==> config.mk <==
export PLATFORM = sky130hd
export DESIGN_NAME = load_store_unit
export DESIGN_NICKNAME = d
export VERILOG_FILES = /design/src/rtl/load_store_unit.sv
export SDC_FILE = /design/constraint.sdc
export NUM_CORES = 1
export LEC_CHECK = 0
export ABC_CLOCK_PERIOD_IN_PS = 3900
export CELL_PAD_IN_SITES_DETAIL_PLACEMENT = 0
export CELL_PAD_IN_SITES_GLOBAL_PLACEMENT = 1
export CORE_MARGIN = 2
export CORE_UTILIZATION = 35
export DETAILED_ROUTE_END_ITERATION = 8
export GPL_TIMING_DRIVEN = 0
export PLACE_DENSITY = 0.95
export SETUP_SLACK_MARGIN = 0.5
export SYNTH_ARGS = -nofsm -noshare
export SYNTH_HDL_FRONTEND = slang
export SYNTH_SLANG_ARGS = --single-unit
==> constraint.sdc <==
create_clock -name clk -period 3.9 [get_ports clk]
set_input_delay 0.585 -clock clk [delete_from_list [all_inputs] [get_ports clk]]
set_output_delay 0.585 -clock clk [all_outputs]
set_load 0.01 [all_outputs]
==> src/rtl/load_store_unit.sv <==
`default_nettype none
// ============================================================================
// Module  : load_store_unit
// Brief   : Sized load/store to a word bus with byte enables, wait states,
//           read extension and misaligned/illegal/timeout error reporting.
// Rev     : 1.0  initial release
// ============================================================================
module load_store_unit #(
   parameter int XLEN    = 32,
   parameter int TIMEOUT = 15
) (
   input  logic              clk,
   input  logic              rst,
   input  logic              req_valid,
   output logic              req_ready,
   input  logic              req_we,
   input  logic [2:0]        req_funct3,
   input  logic [XLEN-1:0]   req_addr,
   input  logic [XLEN-1:0]   req_wdata,
   output logic              rsp_valid,
   output logic [XLEN-1:0]   rsp_rdata,
   output logic [1:0]        rsp_err,
   output logic              bus_valid,
   input  logic              bus_ready,
   output logic              bus_we,
   output logic [XLEN-1:0]   bus_addr,
   output logic [XLEN-1:0]   bus_wdata,
   output logic [XLEN/8-1:0] bus_be,
   input  logic              bus_rvalid,
   input  logic [XLEN-1:0]   bus_rdata
);

   localparam int c_nb   = XLEN / 8;
   localparam int c_offw = $clog2(c_nb);
   localparam logic [7:0]      c_tmo_last = 8'(TIMEOUT - 1);
   localparam logic [c_nb-1:0] c_be_b     = c_nb'(1);
   localparam logic [c_nb-1:0] c_be_h     = c_nb'(3);
   localparam logic [c_nb-1:0] c_be_w     = c_nb'(15);

   localparam logic [1:0] c_err_ok  = 2'b00;
   localparam logic [1:0] c_err_mis = 2'b01;
   localparam logic [1:0] c_err_tmo = 2'b10;
   localparam logic [1:0] c_err_ill = 2'b11;

   typedef enum logic [1:0] {
      IDLE     = 2'd0,
      BUS_ADDR = 2'd1,
      BUS_DATA = 2'd2,
      RESP     = 2'd3
   } state_t;

   state_t            r_state, w_state_nxt;
   logic [7:0]        r_cnt, w_cnt_nxt;
   logic [1:0]        r_err, w_err_nxt;
   logic [XLEN-1:0]   r_rdata, w_rdata_nxt;
   logic              w_capture;

   logic              r_we;
   logic [2:0]        r_funct3;
   logic [XLEN-1:0]   r_addr;
   logic [XLEN-1:0]   r_wdata;

   logic              w_illegal;
   logic              w_misaligned;
   logic [c_offw-1:0] w_off;
   logic [c_offw+2:0] w_shamt;
   logic [XLEN-1:0]   w_shifted;
   logic [XLEN-1:0]   w_load;
   logic [c_nb-1:0]   w_be;
   logic [XLEN-1:0]   w_wdata;

   // Request classification on the incoming (not yet captured) request.
   assign w_illegal = (req_funct3 == 3'b111)
                   || (req_funct3[2] && req_we)
                   || ((XLEN == 32) && ((req_funct3 == 3'b011) || (req_funct3 == 3'b110)));

   always_comb begin
      w_misaligned = 1'b0;
      case (req_funct3[1:0])
         2'b01:   w_misaligned = req_addr[0];
         2'b10:   w_misaligned = |req_addr[1:0];
         2'b11:   w_misaligned = |req_addr[2:0];
         default: w_misaligned = 1'b0;
      endcase
   end

   assign w_off     = r_addr[c_offw-1:0];
   assign w_shamt   = {w_off, 3'b000};
   assign w_shifted = bus_rdata >> w_shamt;

   always_comb begin
      w_load = w_shifted;
      case (r_funct3)
         3'b000:  w_load = XLEN'($signed(w_shifted[7:0]));
         3'b100:  w_load = XLEN'(w_shifted[7:0]);
         3'b001:  w_load = XLEN'($signed(w_shifted[15:0]));
         3'b101:  w_load = XLEN'(w_shifted[15:0]);
         3'b010:  w_load = XLEN'($signed(w_shifted[31:0]));
         3'b110:  w_load = XLEN'(w_shifted[31:0]);
         default: w_load = w_shifted;
      endcase
   end

   always_comb begin
      w_be    = '1;
      w_wdata = r_wdata;
      case (r_funct3[1:0])
         2'b00: begin
            w_be    = c_be_b << w_off;
            w_wdata = {c_nb{r_wdata[7:0]}};
         end
         2'b01: begin
            w_be    = c_be_h << w_off;
            w_wdata = {(c_nb / 2){r_wdata[15:0]}};
         end
         2'b10: begin
            w_be    = c_be_w << w_off;
            w_wdata = {(XLEN / 32){r_wdata[31:0]}};
         end
         default: begin
            w_be    = '1;
            w_wdata = r_wdata;
         end
      endcase
   end

   // Next-state logic; a handshake is checked before the timeout limit so it wins a tie.
   always_comb begin
      w_state_nxt = r_state;
      w_cnt_nxt   = r_cnt;
      w_err_nxt   = r_err;
      w_rdata_nxt = r_rdata;
      w_capture   = 1'b0;
      case (r_state)
         IDLE: begin
            if (req_valid) begin
               w_capture   = 1'b1;
               w_rdata_nxt = '0;
               w_cnt_nxt   = '0;
               if (w_illegal) begin
                  w_err_nxt   = c_err_ill;
                  w_state_nxt = RESP;
               end else if (w_misaligned) begin
                  w_err_nxt   = c_err_mis;
                  w_state_nxt = RESP;
               end else begin
                  w_err_nxt   = c_err_ok;
                  w_state_nxt = BUS_ADDR;
               end
            end
         end
         BUS_ADDR: begin
            if (bus_ready) begin
               w_cnt_nxt   = '0;
               w_state_nxt = r_we ? RESP : BUS_DATA;
            end else if (r_cnt == c_tmo_last) begin
               w_err_nxt   = c_err_tmo;
               w_state_nxt = RESP;
            end else begin
               w_cnt_nxt = r_cnt + 8'd1;
            end
         end
         BUS_DATA: begin
            if (bus_rvalid) begin
               w_rdata_nxt = w_load;
               w_state_nxt = RESP;
            end else if (r_cnt == c_tmo_last) begin
               w_err_nxt   = c_err_tmo;
               w_state_nxt = RESP;
            end else begin
               w_cnt_nxt = r_cnt + 8'd1;
            end
         end
         RESP:    w_state_nxt = IDLE;
         default: w_state_nxt = IDLE;
      endcase
   end

   always_ff @(posedge clk) begin
      if (!rst) begin
         r_state  <= IDLE;
         r_cnt    <= '0;
         r_err    <= '0;
         r_rdata  <= '0;
         r_we     <= 1'b0;
         r_funct3 <= '0;
         r_addr   <= '0;
         r_wdata  <= '0;
      end else begin
         r_state <= w_state_nxt;
         r_cnt   <= w_cnt_nxt;
         r_err   <= w_err_nxt;
         r_rdata <= w_rdata_nxt;
         if (w_capture) begin
            r_we     <= req_we;
            r_funct3 <= req_funct3;
            r_addr   <= req_addr;
            r_wdata  <= req_wdata;
         end
      end
   end

   assign req_ready = (r_state == IDLE);
   assign bus_valid = (r_state == BUS_ADDR);
   assign rsp_valid = (r_state == RESP);

   // Bus and response fields read as zero outside the phase that qualifies them.
   assign bus_we    = bus_valid & r_we;
   assign bus_addr  = bus_valid ? {r_addr[XLEN-1:c_offw], {c_offw{1'b0}}} : '0;
   assign bus_be    = bus_valid ? w_be : '0;
   assign bus_wdata = bus_valid ? w_wdata : '0;
   assign rsp_rdata = rsp_valid ? r_rdata : '0;
   assign rsp_err   = rsp_valid ? r_err : '0;

endmodule
`default_nettype wire

==> summary.txt <==
run results: initial antenna violation count=0, crit share post-route=0.8223, met1 wire length=8294 um, outcome=finished clean, yosys cell count=728, PortBufs=208, logic area=0.003308 mm2, Setup Skew=0.01328 ns, MUX share of area=0.06045, GR Util met3=0.06164, Worst-path clk slew=around 0.08 ns, setup violators final=0, core area=0.01647 mm2, syn_area_per_cell=8.018 um2, Mapped Cells=roughly 730, hold crit path type=reg -> reg, most numerous logic cell after layout=clkdlybuf4s50_1, part of the power in registers=0.360, Slew headroom=0.4162, max-cap violation count=0, Leak=~3.0 nW, crit path capture type=output port, Main synth FF type=dfxtp_1, TritonCTS clock tree=yes, clk latency late pin=0.36 ns, Final GP Congestion=0.8786, Area growth, synth to finish=45.70%, die height=133.1 um, crit path DRT=3.31 ns, dominant cell type by area after synthesis=dfxtp_1, Top non-seq family=simple AND/OR/NAND/NOR gates, Worst-Margin Slew=just under 0.9 ns, detailed-route via count=6004, Largest regs=r_addr: 32 flops, r_rdata: 32 flops, r_wdata: 32 flops, number of enable flip-flop cells=0, WL met2=around 9100 um, Simple-Gate Area Share=0.2577, Cell Chain, Critical Path=inv_1 > ha_1 > clkbuf_2 > clkbuf_2 > a22oi_1 > a21boi_0 > clkdlybuf4s50_1, max incr delay on CP=0.61 ns, hold depth=2, DRT iter0 DRCs=463
## path summary, 6_finish.rpt
kind / end / start / slack, ns
setup / recovery: bus_wdata[31] / r_funct3[1] / 0.69
hold / removal: r_addr[21] / r_addr[21] / 0.45
setup reg to reg: r_rdata[22] / r_state[1] / 1.56
hold reg to reg: r_addr[21] / r_addr[21] / 0.45
## area by class of cell
| type | count | share of cell area |
|---|---|---|
| Inverter | 8 | 0.003531 |
| Clock inverter | 7 | 0.007209 |
| Timing Repair Buffer | 208 | 0.2448 |
| Clock buffer | 9 | 0.02648 |
| Sequential cell | 112 | 0.2636 |
| Buffer | 61 | 0.03296 |
| Tap cell | 220 | 0.03237 |
| Multi-Input combinational cell | 548 | 0.3890 |
Fig. 1: selected gate families
Scale: 3 px per um.
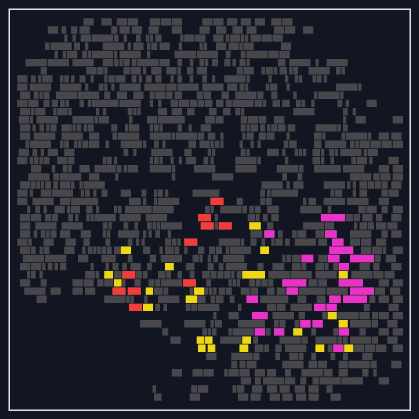
multiplexers: drawn in magenta, cells 25. adder and majority cells: drawn in red, cells 10. AND-OR and OR-AND gates: drawn in yellow, cells 23.

Fig. 2: signal wires by layer
Scale: 3 px per um.
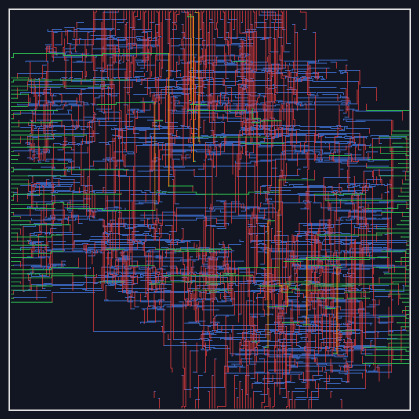
metal 4: drawn in orange, wire length 339 um. metal 2: drawn in red, wire length 9130 um. metal 3: drawn in green, wire length 1660 um. metal 1: drawn in blue, wire length 8290 um.

Fig. 3: sequential cells grouped by signal name
Scale: 2 px per um. Other sequential cells in the stronger grey, the rest of the logic in the fainter grey.
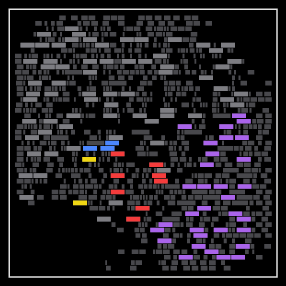
r_state: drawn in yellow, sequential cells 2. r_funct3: drawn in blue, sequential cells 3. r_rdata: drawn in purple, sequential cells 32. r_cnt: drawn in red, sequential cells 8.
Util after Layout: 0.5165
seq pwr: 1.43 mW

Fig. 4: wires at chosen ports, followed through buffers
Scale: 4 px per um.
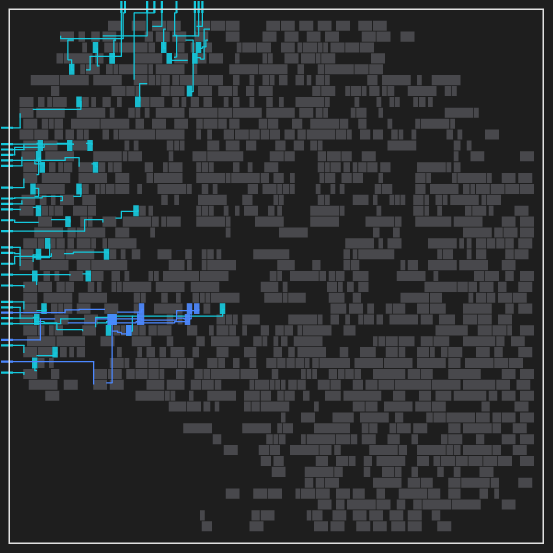
req_funct3: drawn in blue, bits 3, direction input, end cells 7, buffers 3, wire 159 um. req_addr: drawn in cyan, bits 32, direction input, end cells 34, buffers 32, wire 560 um.

Power figures rest on the tool's default switching activity, not on a simulated workload.
